### M1 wires

Bar = 100 um. Supply wires on this layer in gray.
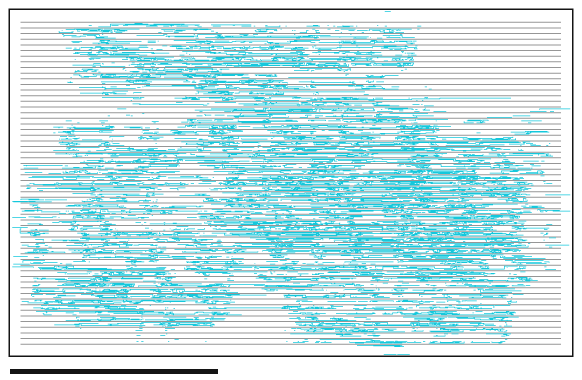
### M2 wires

Cells faint in the background.
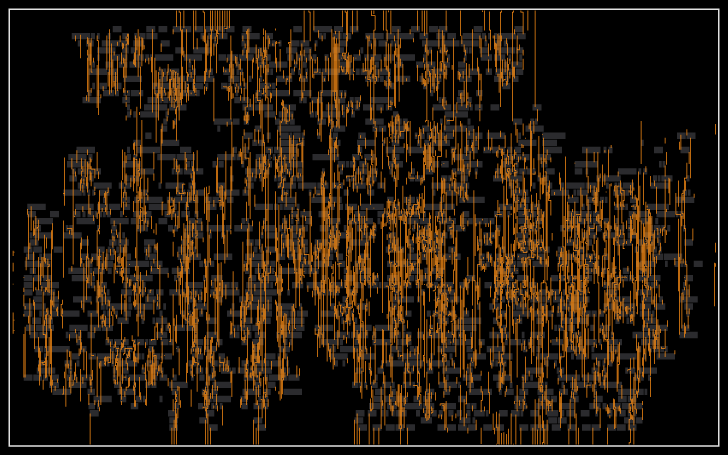
--- config.mk ---
export PLATFORM = sky130hd
export DESIGN_NAME = stepper_ramp_gen
export DESIGN_NICKNAME = d
export VERILOG_FILES = /design/src/rtl/motor_pkg.sv /design/src/rtl/step_timer.sv /design/src/rtl/stepper_ramp_gen.sv
export SDC_FILE = /design/constraint.sdc
export NUM_CORES = 1
export LEC_CHECK = 0
export CAP_MARGIN = 20
export CELL_PAD_IN_SITES_DETAIL_PLACEMENT = 0
export CELL_PAD_IN_SITES_GLOBAL_PLACEMENT = 2
export CORE_ASPECT_RATIO = 0.6
export CORE_MARGIN = 5
export CORE_UTILIZATION = 35
export DETAILED_ROUTE_END_ITERATION = 8
export HOLD_SLACK_MARGIN = 0.12
export PLACE_DENSITY = 0.87
export SYNTH_ARGS = -nofsm -noshare
export SYNTH_HDL_FRONTEND = slang
export SYNTH_SLANG_ARGS = --single-unit
--- constraint.sdc ---
create_clock -name clk -period 8.35 [get_ports clk]
set_input_delay 2.0875 -clock clk [delete_from_list [all_inputs] [get_ports clk]]
set_output_delay 2.0875 -clock clk [all_outputs]
set_load 0.005 [all_outputs]
--- src/rtl/motor_pkg.sv ---
// Shared types and widths for the stepper motion-profile blocks.
package motor_pkg;

  localparam int unsigned POS_W    = 32;
  localparam int unsigned PERIOD_W = 16;
  localparam int unsigned LEVEL_W  = 4;

  typedef enum logic [1:0] {
    StIdle,
    StSetup,
    StRun,
    StHold
  } ramp_state_t;

  // Clamp a 17-bit intermediate period to the 16-bit range.
  function automatic logic [PERIOD_W-1:0] sat_period(input logic [PERIOD_W:0] v);
    return v[PERIOD_W] ? '1 : v[PERIOD_W-1:0];
  endfunction

endpackage

--- src/rtl/step_timer.sv ---
// Loadable step-interval down-counter plus fixed-width pulse generator.
// A load of N makes the pulse rise N clocks later; after a rise the counter
// idles until the next load, so the owner decides every interval.
module step_timer
  import motor_pkg::*;
#(
  parameter int unsigned PULSE_W = 4
) (
  input  logic              clk,
  input  logic              rst,
  input  logic              i_load,
  input  logic [PERIOD_W:0] i_load_val,
  input  logic              i_cancel,
  output logic              o_step_edge,
  output logic              o_rotate_pulse,
  output logic              o_pulse_fall
);

  localparam int unsigned WidthW = $clog2(PULSE_W + 1);
  localparam logic [PERIOD_W:0] CntOne = (PERIOD_W + 1)'(1);

  logic [PERIOD_W:0] r_cnt;
  logic [WidthW-1:0] r_width;
  logic              r_pulse;
  logic              r_step_edge;
  logic              w_fire;

  // Cancel only stops future rises; a pulse already high runs its full width.
  assign w_fire = !i_cancel && !i_load && (r_cnt == CntOne);

  // Interval counter, pulse-width counter and rising-edge strobe.
  always_ff @(posedge clk) begin
    if (rst) begin
      r_cnt       <= '0;
      r_width     <= '0;
      r_pulse     <= 1'b0;
      r_step_edge <= 1'b0;
    end else begin
      r_step_edge <= w_fire;
      if (i_cancel) begin
        r_cnt <= '0;
      end else if (i_load) begin
        r_cnt <= i_load_val;
      end else if (r_cnt != '0) begin
        r_cnt <= r_cnt - CntOne;
      end
      if (w_fire) begin
        r_pulse <= 1'b1;
        r_width <= WidthW'(PULSE_W);
      end else if (r_pulse) begin
        if (r_width == WidthW'(1)) r_pulse <= 1'b0;
        r_width <= r_width - WidthW'(1);
      end
    end
  end

  assign o_step_edge    = r_step_edge;
  assign o_rotate_pulse = r_pulse;
  assign o_pulse_fall   = r_pulse && (r_width == WidthW'(1));

endmodule

--- src/rtl/stepper_ramp_gen.sv ---
// Linear-period ramp generator feeding the stepper phase driver.
// Accepts relative moves, paces step pulses through step_timer and tracks
// the absolute position.
module stepper_ramp_gen
  import motor_pkg::*;
#(
  parameter int unsigned PULSE_W     = 4,
  parameter int unsigned DIR_SETUP   = 8,
  parameter int unsigned HOLD_CYCLES = 1000
) (
  input  logic                    clk,
  input  logic                    rst,
  input  logic                    cmd_valid,
  output logic                    cmd_ready,
  input  logic [15:0]             cmd_steps,
  input  logic                    cmd_dir,
  input  logic [PERIOD_W-1:0]     start_period,
  input  logic [PERIOD_W-1:0]     min_period,
  input  logic [PERIOD_W-1:0]     accel,
  input  logic [LEVEL_W-1:0]      run_level,
  input  logic [LEVEL_W-1:0]      hold_level,
  input  logic                    drv_enable,
  input  logic                    abort,
  output logic                    rotate_pulse,
  output logic                    direction,
  output logic                    module_enable,
  output logic [LEVEL_W-1:0]      vref_level,
  output logic                    busy,
  output logic                    done,
  output logic signed [POS_W-1:0] position
);

  localparam int unsigned HoldEff = (HOLD_CYCLES == 0) ? 1 : HOLD_CYCLES;
  localparam int unsigned HoldW   = $clog2(HoldEff + 1);
  localparam logic [PERIOD_W:0] MinIntv   = (PERIOD_W + 1)'(2 * PULSE_W);
  localparam logic [PERIOD_W:0] SetupLoad = (PERIOD_W + 1)'(DIR_SETUP);

  ramp_state_t r_state, w_state_next;

  logic [15:0]             r_rem, r_ramp;
  logic [PERIOD_W-1:0]     r_period, r_start, r_min, r_accel;
  logic                    r_fin, r_dir, r_ready, r_busy, r_done, r_menable;
  logic [LEVEL_W-1:0]      r_vref;
  logic signed [POS_W-1:0] r_pos;
  logic [HoldW-1:0]        r_hold;

  logic                w_accept, w_abort_now, w_last, w_fin, w_done;
  logic                w_step_edge, w_pulse, w_pulse_fall, w_timer_load;
  logic [15:0]         w_rem_new, w_ramp_next;
  logic [PERIOD_W-1:0] w_period_next, w_diff;
  logic [PERIOD_W:0]   w_sum, w_eff, w_load_val;

  assign w_accept    = cmd_valid && (r_state == StIdle);
  assign w_abort_now = abort && (r_state == StRun);
  assign w_rem_new   = r_rem - 16'd1;
  assign w_last      = w_step_edge && (w_rem_new == '0);
  assign w_fin       = r_fin || w_last || w_abort_now;

  // Ramp law evaluated at each step edge: decel, accel or cruise.
  always_comb begin
    w_period_next = r_period;
    w_ramp_next   = r_ramp;
    w_sum         = {1'b0, r_period} + {1'b0, r_accel};
    w_diff        = (r_accel > r_period) ? '0 : r_period - r_accel;
    if ((w_rem_new != '0) && (w_rem_new <= r_ramp)) begin
      w_period_next = sat_period(w_sum);
      if (w_period_next > r_start) w_period_next = r_start;
      w_ramp_next = r_ramp - 16'd1;
    end else if (r_period > r_min) begin
      w_period_next = (w_diff < r_min) ? r_min : w_diff;
      w_ramp_next   = r_ramp + 16'd1;
    end
  end

  // Intervals shorter than two pulse widths would truncate the pulse.
  assign w_eff        = ({1'b0, w_period_next} < MinIntv) ? MinIntv : {1'b0, w_period_next};
  // The timer is reloaded one clock after the rise, hence the minus one.
  assign w_load_val   = (r_state == StIdle) ? SetupLoad : w_eff - (PERIOD_W + 1)'(1);
  assign w_timer_load = (w_accept && (cmd_steps != '0)) || (w_step_edge && !w_fin);

  step_timer #(
    .PULSE_W(PULSE_W)
  ) u_step_timer (
    .clk           (clk),
    .rst           (rst),
    .i_load        (w_timer_load),
    .i_load_val    (w_load_val),
    .i_cancel      (w_abort_now),
    .o_step_edge   (w_step_edge),
    .o_rotate_pulse(w_pulse),
    .o_pulse_fall  (w_pulse_fall)
  );

  // Next-state decode; RUN waits for the final pulse to fall before HOLD.
  always_comb begin
    w_state_next = r_state;
    w_done       = 1'b0;
    unique case (r_state)
      StIdle: begin
        if (w_accept) w_state_next = StSetup;
      end
      StSetup: begin
        if (r_rem == '0) begin
          if (r_hold <= HoldW'(1)) begin
            w_state_next = StIdle;
            w_done       = 1'b1;
          end else begin
            w_state_next = StHold;
          end
        end else if (w_step_edge) begin
          w_state_next = (w_last && w_pulse_fall) ? StHold : StRun;
        end
      end
      StRun: begin
        if (w_fin && (w_pulse_fall || !w_pulse)) w_state_next = StHold;
      end
      StHold: begin
        if (r_hold <= HoldW'(1)) begin
          w_state_next = StIdle;
          w_done       = 1'b1;
        end
      end
      default: w_state_next = StIdle;
    endcase
  end

  // State, move parameters, ramp registers and position.
  always_ff @(posedge clk) begin
    if (rst) begin
      r_state  <= StIdle;
      r_rem    <= '0;
      r_ramp   <= '0;
      r_period <= '0;
      r_start  <= '0;
      r_min    <= '0;
      r_accel  <= '0;
      r_fin    <= 1'b0;
      r_dir    <= 1'b0;
      r_pos    <= '0;
    end else begin
      r_state <= w_state_next;
      if (w_accept) begin
        r_dir    <= cmd_dir;
        r_rem    <= cmd_steps;
        r_ramp   <= '0;
        r_period <= start_period;
        r_start  <= start_period;
        r_min    <= (min_period > start_period) ? start_period : min_period;
        r_accel  <= accel;
        r_fin    <= 1'b0;
      end else begin
        if (w_step_edge) begin
          r_rem    <= w_rem_new;
          r_period <= w_period_next;
          r_ramp   <= w_ramp_next;
          r_pos    <= r_dir ? r_pos + 1 : r_pos - 1;
        end
        if (w_last || w_abort_now) r_fin <= 1'b1;
      end
    end
  end

  // Hold timer restarts at every pulse fall, or at accept for an empty move.
  always_ff @(posedge clk) begin
    if (rst) begin
      r_hold <= '0;
    end else if ((w_accept && (cmd_steps == '0)) || w_pulse_fall) begin
      r_hold <= HoldW'(HoldEff);
    end else if (r_hold != '0) begin
      r_hold <= r_hold - HoldW'(1);
    end
  end

  // Registered status and driver-control outputs.
  always_ff @(posedge clk) begin
    if (rst) begin
      r_ready   <= 1'b1;
      r_busy    <= 1'b0;
      r_done    <= 1'b0;
      r_menable <= 1'b0;
      r_vref    <= '0;
    end else begin
      r_ready   <= (w_state_next == StIdle);
      r_busy    <= (w_state_next != StIdle);
      r_done    <= w_done;
      r_menable <= (w_state_next != StIdle) || drv_enable;
      if (w_accept) begin
        r_vref <= run_level;
      end else if (w_done) begin
        r_vref <= hold_level;
      end
    end
  end

  assign cmd_ready     = r_ready;
  assign busy          = r_busy;
  assign done          = r_done;
  assign module_enable = r_menable;
  assign vref_level    = r_vref;
  assign direction     = r_dir;
  assign position      = r_pos;
  assign rotate_pulse  = w_pulse;

endmodule

==> out/results.ini <==
[outcome]
status=finished clean

[cells_and_area]
buf_share_pct=8.256
inverters=130
layout.area.comb_sq_mm=0.01004
fin_nets=2196
drive_gt1_share_pct=5.454
diodes=0
clock_cell_area_share_pct=3.471
largest_register_ffs=32
comb_share_pct=60.53
post_layout_nonfiller_instances=2493
seq_share_pct=20.78
layout_top_cells=217 x nand2_1, 183 x a21oi_1, 179 x nor2_1, 171 x dfxtp_1, 165 x ha_1

[routing]
topRoutingLayerUsed=met5
met2_length_um=18460
drtIter0Drc=1182
ant_nets=0

[logic_synthesis]
top_area_cell=dfxtp_1
synth-xor-area-share_pct=7.181
flop_cell=dfxtp_1
synth_warnings=0
ys_sh_mux_pct=2.604
avgSynthCellArea_sq_um=7.623
synth_seq_share_pct=24.13
top_cells_by_count=218 x nand2_1, 184 x a21oi_1, 180 x nor2_1
ys_async_sr_fraction_pct=0
synth.distinct_cells=93
top_cells_by_area=dfxtp_1 24%, ha_1 14%, a21oi_1 6.5%
synth.most_common_cell=nand2_1
edf_count=0
logic_family=AND-OR/OR-AND gates

[critical_path]
path_buffers=2
r2r-end=u_step_timer.r_cnt[8]
cp.depth=27
cp.required_ps=8660
worst_r2r_path_depth=27
critPathCapture=u_step_timer.r_cnt[8]
cp-start-kind=flop
r2r_setup_slack_ps=670
crit_fanout=10
r2r-start=r_period[0]
end_kind=flop

[global_routing]
overflow=0
grt_start_max_net_pins=83
grt_pass1_wl_um=74090
use_met1_pct=31.30
busiest_layer=met1
use_met3_pct=3.798
antenna_found_initial=1

[final_timing]
layout_min_cycle_time_ps=7684
timing.final.max_slew_violations=0
slew_headroom_pct=29.42
finalCritPeriodShare_pct=92.03
setup_slack_ps=665.9
skew_ps=18.83
worst_slew_pin_slew_ps=1049

[pwr]
seq_power_share_pct=23.3
power_w=0.004545
powerDensity_mw_per_mm2=274.1
switching_share_pct=47.17
power_leader=combinational cells
power.share.clock_pct=17.8
switchingPower_w=0.002144
p_comb_share_pct=58.9
powerClk_w=0.000810

[min_path]
min_to=u_step_timer.r_cnt[16]
holdPathStages=2
hold_start=u_step_timer.r_cnt[16]
hp-class=reg2reg

[cts]
insertion_delay_ps=460
post_cts_buffers=0
clock_path_buffers=2
holdBufCountCts=0
cts_resized=0
h-tree-depth=4

[floorplan]
fp_util_pct=35.35
num_rows=57
well_tap_count=531
dieArea_sq_mm=0.04504

[place]
place_area_sq_mm=0.01599
port_buffers=119
hpwl_um=35780

[job]
warning_count=47

About 'M1 wires':
longest straight run: 58.0 um
main direction: horizontal
nets with wire on the layer: 2068
wire length on this layer: 24.4 mm
share of all routed wire: 52%

About 'M2 wires':
wire length on this layer: 18500 um
longest straight run: 81.6 um
main direction: vertical
met2 global-route usage: 28.91%
routed vias: 13.74k
final wirelength: 46570 um

